===== src/rtl/regfile_seq_pkg.sv =====
// Shared opcode/state encodings and default widths for the register-file
// operation sequencer.
package regfile_seq_pkg;

  localparam int unsigned DATA_W_DEF = 20;
  localparam int unsigned ADDR_W_DEF = 4;
  localparam int unsigned CNT_W_DEF  = 16;

  typedef enum logic [2:0] {
    OP_ADD = 3'd0,
    OP_SUB = 3'd1,
    OP_AND = 3'd2,
    OP_OR  = 3'd3,
    OP_XOR = 3'd4,
    OP_SHL = 3'd5,
    OP_SHR = 3'd6,
    OP_LDI = 3'd7
  } op_e;

  typedef enum logic [1:0] {
    S_IDLE = 2'd0,
    S_READ = 2'd1,
    S_EXEC = 2'd2,
    S_WB   = 2'd3
  } state_e;

endpackage


===== src/rtl/regfile_seq_alu.sv =====
// Combinational ALU: opcode plus captured operands/immediate -> result,
// carry/borrow and zero flag.
module regfile_seq_alu
  import regfile_seq_pkg::*;
#(
  parameter int unsigned DATA_W = DATA_W_DEF
) (
  input  logic [2:0]        op_i,
  input  logic [DATA_W-1:0] a_i,
  input  logic [DATA_W-1:0] b_i,
  input  logic [DATA_W-1:0] imm_i,
  output logic [DATA_W-1:0] result_o,
  output logic              carry_o,
  output logic              zero_o
);

  logic [DATA_W:0]   sum;
  logic [4:0]        shamt;
  logic              sh_sat;

  assign shamt  = b_i[4:0];
  // Shift amounts at or beyond the data width flush the result to zero.
  assign sh_sat = {27'd0, shamt} >= DATA_W;

  always_comb begin
    sum      = '0;
    result_o = '0;
    carry_o  = 1'b0;
    case (op_i)
      OP_ADD: begin
        sum      = {1'b0, a_i} + {1'b0, b_i};
        result_o = sum[DATA_W-1:0];
        carry_o  = sum[DATA_W];
      end
      OP_SUB: begin
        result_o = a_i - b_i;
        carry_o  = a_i < b_i;
      end
      OP_AND:  result_o = a_i & b_i;
      OP_OR:   result_o = a_i | b_i;
      OP_XOR:  result_o = a_i ^ b_i;
      OP_SHL:  result_o = sh_sat ? '0 : (a_i << shamt);
      OP_SHR:  result_o = sh_sat ? '0 : (a_i >> shamt);
      OP_LDI:  result_o = imm_i;
      default: result_o = '0;
    endcase
  end

  assign zero_o = (result_o == '0);

endmodule


===== src/rtl/regfile_op_sequencer.sv =====
// Command-driven initiator for the register file: accepts one ALU command,
// reads both operands, computes and writes the result back (IDLE/READ/EXEC/WB).
module regfile_op_sequencer
  import regfile_seq_pkg::*;
#(
  parameter int unsigned DATA_W = DATA_W_DEF,
  parameter int unsigned ADDR_W = ADDR_W_DEF,
  parameter int unsigned CNT_W  = CNT_W_DEF
) (
  input  logic              clk,
  input  logic              rst_n,
  input  logic              cmdValid,
  output logic              cmdReady,
  input  logic [2:0]        cmdOp,
  input  logic [ADDR_W-1:0] cmdDst,
  input  logic [ADDR_W-1:0] cmdSrcA,
  input  logic [ADDR_W-1:0] cmdSrcB,
  input  logic [DATA_W-1:0] cmdImm,
  output logic [ADDR_W-1:0] rfRdAddrA,
  input  logic [DATA_W-1:0] rfRdDataA,
  output logic [ADDR_W-1:0] rfRdAddrB,
  input  logic [DATA_W-1:0] rfRdDataB,
  output logic              rfWrite,
  output logic [ADDR_W-1:0] rfWrAddr,
  output logic [DATA_W-1:0] rfWrData,
  output logic              doneValid,
  output logic [DATA_W-1:0] doneData,
  output logic              flagCarry,
  output logic              flagZero,
  output logic [CNT_W-1:0]  opCount
);

  state_e            state_q, state_d;
  logic              accept;

  logic [2:0]        op_q, op_d;
  logic [ADDR_W-1:0] dst_q, dst_d;
  logic [DATA_W-1:0] imm_q, imm_d;
  logic [DATA_W-1:0] opA_q, opA_d, opB_q, opB_d;
  logic [DATA_W-1:0] res_q, res_d;
  logic              carry_q, carry_d, zero_q, zero_d;

  logic              cmdReady_q, cmdReady_d;
  logic [ADDR_W-1:0] rdA_q, rdA_d, rdB_q, rdB_d;
  logic              wr_q, wr_d;
  logic [ADDR_W-1:0] wrAddr_q, wrAddr_d;
  logic [DATA_W-1:0] wrData_q, wrData_d;
  logic              doneV_q, doneV_d;
  logic [DATA_W-1:0] doneD_q, doneD_d;
  logic              fC_q, fC_d, fZ_q, fZ_d;
  logic [CNT_W-1:0]  cnt_q, cnt_d;

  logic [DATA_W-1:0] alu_res;
  logic              alu_carry, alu_zero;

  assign accept = cmdValid && cmdReady_q;

  regfile_seq_alu #(.DATA_W(DATA_W)) u_alu (
    .op_i    (op_q),
    .a_i     (opA_q),
    .b_i     (opB_q),
    .imm_i   (imm_q),
    .result_o(alu_res),
    .carry_o (alu_carry),
    .zero_o  (alu_zero)
  );

  always_ff @(posedge clk or negedge rst_n) begin
    if (!rst_n) begin
      state_q    <= S_IDLE;
      op_q       <= '0;
      dst_q      <= '0;
      imm_q      <= '0;
      opA_q      <= '0;
      opB_q      <= '0;
      res_q      <= '0;
      carry_q    <= 1'b0;
      zero_q     <= 1'b0;
      cmdReady_q <= 1'b1;
      rdA_q      <= '0;
      rdB_q      <= '0;
      wr_q       <= 1'b0;
      wrAddr_q   <= '0;
      wrData_q   <= '0;
      doneV_q    <= 1'b0;
      doneD_q    <= '0;
      fC_q       <= 1'b0;
      fZ_q       <= 1'b0;
      cnt_q      <= '0;
    end else begin
      state_q    <= state_d;
      op_q       <= op_d;
      dst_q      <= dst_d;
      imm_q      <= imm_d;
      opA_q      <= opA_d;
      opB_q      <= opB_d;
      res_q      <= res_d;
      carry_q    <= carry_d;
      zero_q     <= zero_d;
      cmdReady_q <= cmdReady_d;
      rdA_q      <= rdA_d;
      rdB_q      <= rdB_d;
      wr_q       <= wr_d;
      wrAddr_q   <= wrAddr_d;
      wrData_q   <= wrData_d;
      doneV_q    <= doneV_d;
      doneD_q    <= doneD_d;
      fC_q       <= fC_d;
      fZ_q       <= fZ_d;
      cnt_q      <= cnt_d;
    end
  end

  always_comb begin
    state_d = state_q;
    case (state_q)
      S_IDLE:  if (accept) state_d = S_READ;
      S_READ:  state_d = S_EXEC;
      S_EXEC:  state_d = S_WB;
      S_WB:    state_d = S_IDLE;
      default: state_d = S_IDLE;
    endcase
  end

  // Write-port outputs are registered on the WB edge, so they are visible in
  // the cycle after WB, together with cmdReady re-rising.
  always_comb begin
    op_d       = op_q;
    dst_d      = dst_q;
    imm_d      = imm_q;
    opA_d      = opA_q;
    opB_d      = opB_q;
    res_d      = res_q;
    carry_d    = carry_q;
    zero_d     = zero_q;
    cmdReady_d = cmdReady_q;
    rdA_d      = rdA_q;
    rdB_d      = rdB_q;
    wr_d       = 1'b0;
    wrAddr_d   = wrAddr_q;
    wrData_d   = wrData_q;
    doneV_d    = 1'b0;
    doneD_d    = doneD_q;
    fC_d       = fC_q;
    fZ_d       = fZ_q;
    cnt_d      = cnt_q;
    case (state_q)
      S_IDLE: begin
        if (accept) begin
          op_d       = cmdOp;
          dst_d      = cmdDst;
          imm_d      = cmdImm;
          rdA_d      = cmdSrcA;
          rdB_d      = cmdSrcB;
          cmdReady_d = 1'b0;
        end
      end
      S_READ: begin
        opA_d = rfRdDataA;
        opB_d = rfRdDataB;
      end
      S_EXEC: begin
        res_d   = alu_res;
        carry_d = alu_carry;
        zero_d  = alu_zero;
      end
      S_WB: begin
        wr_d       = 1'b1;
        wrAddr_d   = dst_q;
        wrData_d   = res_q;
        doneV_d    = 1'b1;
        doneD_d    = res_q;
        fC_d       = carry_q;
        fZ_d       = zero_q;
        cnt_d      = cnt_q + 1'b1;
        cmdReady_d = 1'b1;
      end
      default: ;
    endcase
  end

  assign cmdReady  = cmdReady_q;
  assign rfRdAddrA = rdA_q;
  assign rfRdAddrB = rdB_q;
  assign rfWrite   = wr_q;
  assign rfWrAddr  = wrAddr_q;
  assign rfWrData  = wrData_q;
  assign doneValid = doneV_q;
  assign doneData  = doneD_q;
  assign flagCarry = fC_q;
  assign flagZero  = fZ_q;
  assign opCount   = cnt_q;

endmodule


===== config.mk =====
export PLATFORM = sky130hd
export DESIGN_NAME = regfile_op_sequencer
export DESIGN_NICKNAME = d
export VERILOG_FILES = /design/src/rtl/regfile_seq_pkg.sv /design/src/rtl/regfile_seq_alu.sv /design/src/rtl/regfile_op_sequencer.sv
export SDC_FILE = /design/constraint.sdc
export NUM_CORES = 1
export LEC_CHECK = 0
export CAP_MARGIN = 10
export CORE_ASPECT_RATIO = 1.1
export CORE_MARGIN = 3
export CORE_UTILIZATION = 45
export CTS_CLUSTER_SIZE = 20
export DETAILED_ROUTE_END_ITERATION = 10
export HOLD_SLACK_MARGIN = 0.02
export PLACE_DENSITY = 0.63
export SKIP_LAST_GASP = 1
export SLEW_MARGIN = 10
export SYNTH_ARGS = -nofsm -noshare
export SYNTH_HDL_FRONTEND = slang
export SYNTH_HIERARCHICAL = 1
export SYNTH_SLANG_ARGS = --single-unit

===== constraint.sdc =====
create_clock -name clk -period 7.2 [get_ports clk]
set_input_delay 1.8 -clock clk [delete_from_list [all_inputs] [get_ports clk]]
set_output_delay 1.8 -clock clk [all_outputs]
set_load 0.05 [all_outputs]

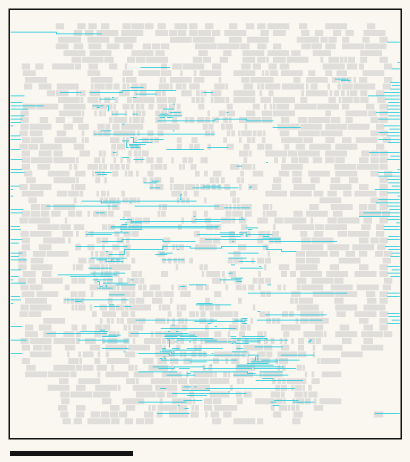
(images/layer_met3.png)
Bar = 50 um. Cells faint in the background.
The layer holds 7.2% of the routed length. The longest straight run is 48.8 um.

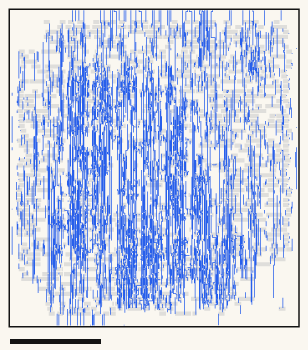
(images/layer_met2.png)
Bar = 50 um. Cells faint in the background.
The longest straight run is 130 um. The layer holds 45% of the routed length. The wires run mostly vertical.

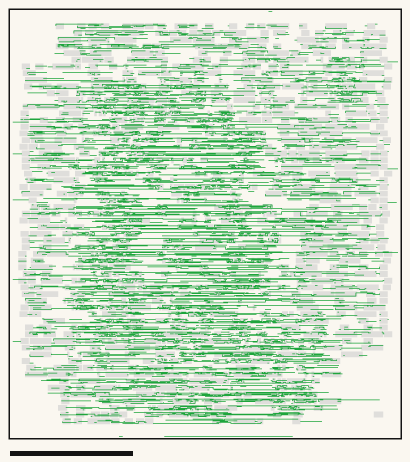
(images/layer_met1.png)
Bar = 50 um. Cells faint in the background.
The wires run mostly horizontal. The layer carries 16,900 um of wire. The layer holds 44% of the routed length. The longest straight run is 62.6 um.

==> cells in the mapped netlist, types with 29 or more instances <==
library cell  instances
a21oi_1              64
buf_4                29
clkbuf_1             37
dfrtp_1             142
ha_1                 66
inv_1                66
mux2_2              102
mux2_4               30
mux4_2               32
nand2_1              70
nor2_1               71
o21ai_0              49
==> worst max-delay path: cells and delay by family, from the launching register on <==
family	cells	cell delay (ns)
simple gates	5	1.75
compound gates	4	1.22
fa+ha+maj	1	0.45
flops	1	0.40
buf+inv	1	0.40
xor+xnor	1	0.20
mux	1	0.18
==> routing by layer <==
layer  global-route usage  vias up
met2               0.4180      514
li1                     -     4421
met5                    0        -
met4              0.09215        0
met3              0.04407       80
met1               0.4012     4809
==> cell type report <==
type	count	area [um2]
clock buffers	17	425.4
well taps	341	426.7
multi-input cells	837	7094
repair buffers	167	1630
fillers	2255	11240
flip-flops and latches	143	3585
inverters	69	259.0
clock inverters	15	186.4
==> registers in the layout, indices dropped and copies added (netlist names), 4 cells and up <==
register / cells
doneData: 20
imm_q: 20
opA_q: 20
opB_q: 20
res_q: 20
opCount: 16
dst_q: 4
rfRdAddrA: 4
rfRdAddrB: 4
rfWrAddr: 4
==> impl_metrics.tcl <==
# place-and-route summary
set metrics [dict create \
    status "completed" \
    syn_area_per_cell_um2 9.977 \
    ys_sh_mux 0.2288 \
    grt_pass1_wl_mm 58.02 \
    critPathLaunch "opB_q[2]$_DFFE_PN0N_" \
    cp.arrival_ns 5.03 \
    insertion_delay_ns 0.44 \
    path_class "reg2reg" \
    relSlewSlack 0.2341 \
    die_x_um 158.6 \
    slowest_delay_ns 0.53 \
    rr_endpoint "zero_q$_DFFE_PN0N_" \
    min_path_type "reg2reg" \
    hold_start "opCount[15]$_DFFE_PN0P_" \
    hold_ws_ns 0.4660 \
    post_drt_wl_per_cell_um 24.23 \
    area_growth_pct 17.98 \
    fp_util 0.4641 \
    viasPerCell 6.183 \
    place_inst 1557 \
    ant_nets 0 \
    port_buffers 150 \
    clock-root-buffer "clkbuf_16" \
    setup_viol 0 \
    met3RoutedLength_mm 2.762 \
    mostFrequentLayoutCell "clkdlybuf4s50_1" \
    cts_setup_buffers 0 \
    skew_ns 0.01829 \
    tightest_slew_ns 1.149 \
    ys_area_um2 11530 \
    grt_usage 0.2758 \
    synth_flops 143 \
    antenna_found_initial 0 \
    finalNonFillerCells 1589 \
    final_nets 1381 \
    fp.coreArea_um2 24850 \
    gp_congestion 0.9997 \
    ff_type "dfrtp_1" \
    top_logic_kind "multiplexers" \
    yosysTopAreaCellShare 0.3081 \
    synthTopCellsByArea "dfrtp_1 31%, mux2_2 10%, ha_1 7.2%" \
    cts.clk_slew.worst_paths_ns 0.08 \
    edf_count 0 \
    synth.cell_area_um2 11530 \
    drt_iter0_drc 1177 \
    cts_tree "done" \
    crit_path_start_kind "flip-flop" \
    hpwl_mm 28.64 \
    fin_crit_sh 0.6471 \
    yosys_warnings 6 \
    ios 151 \
    hold_end "opCount[15]$_DFFE_PN0P_" \
    crit_fanout 14 \
    crit_path_cell_trace "inv_1 -> ha_1 -> nor2b_1 -> o31ai_1 -> a21oi_1 -> o32ai_1 -> xnor2_1 -> o221ai_1 -> or4_1 -> nor4_1 -> or4b_1 -> nor4_2 -> mux2_2" \
    routed-wl-met2_mm 17.48 \
    fin_crit_ns 4.659 \
    grt_overflow_total 0 \
    reg2reg_slack_ns 2.54 \
    yosys.area_share.simple 0.1204 \
]
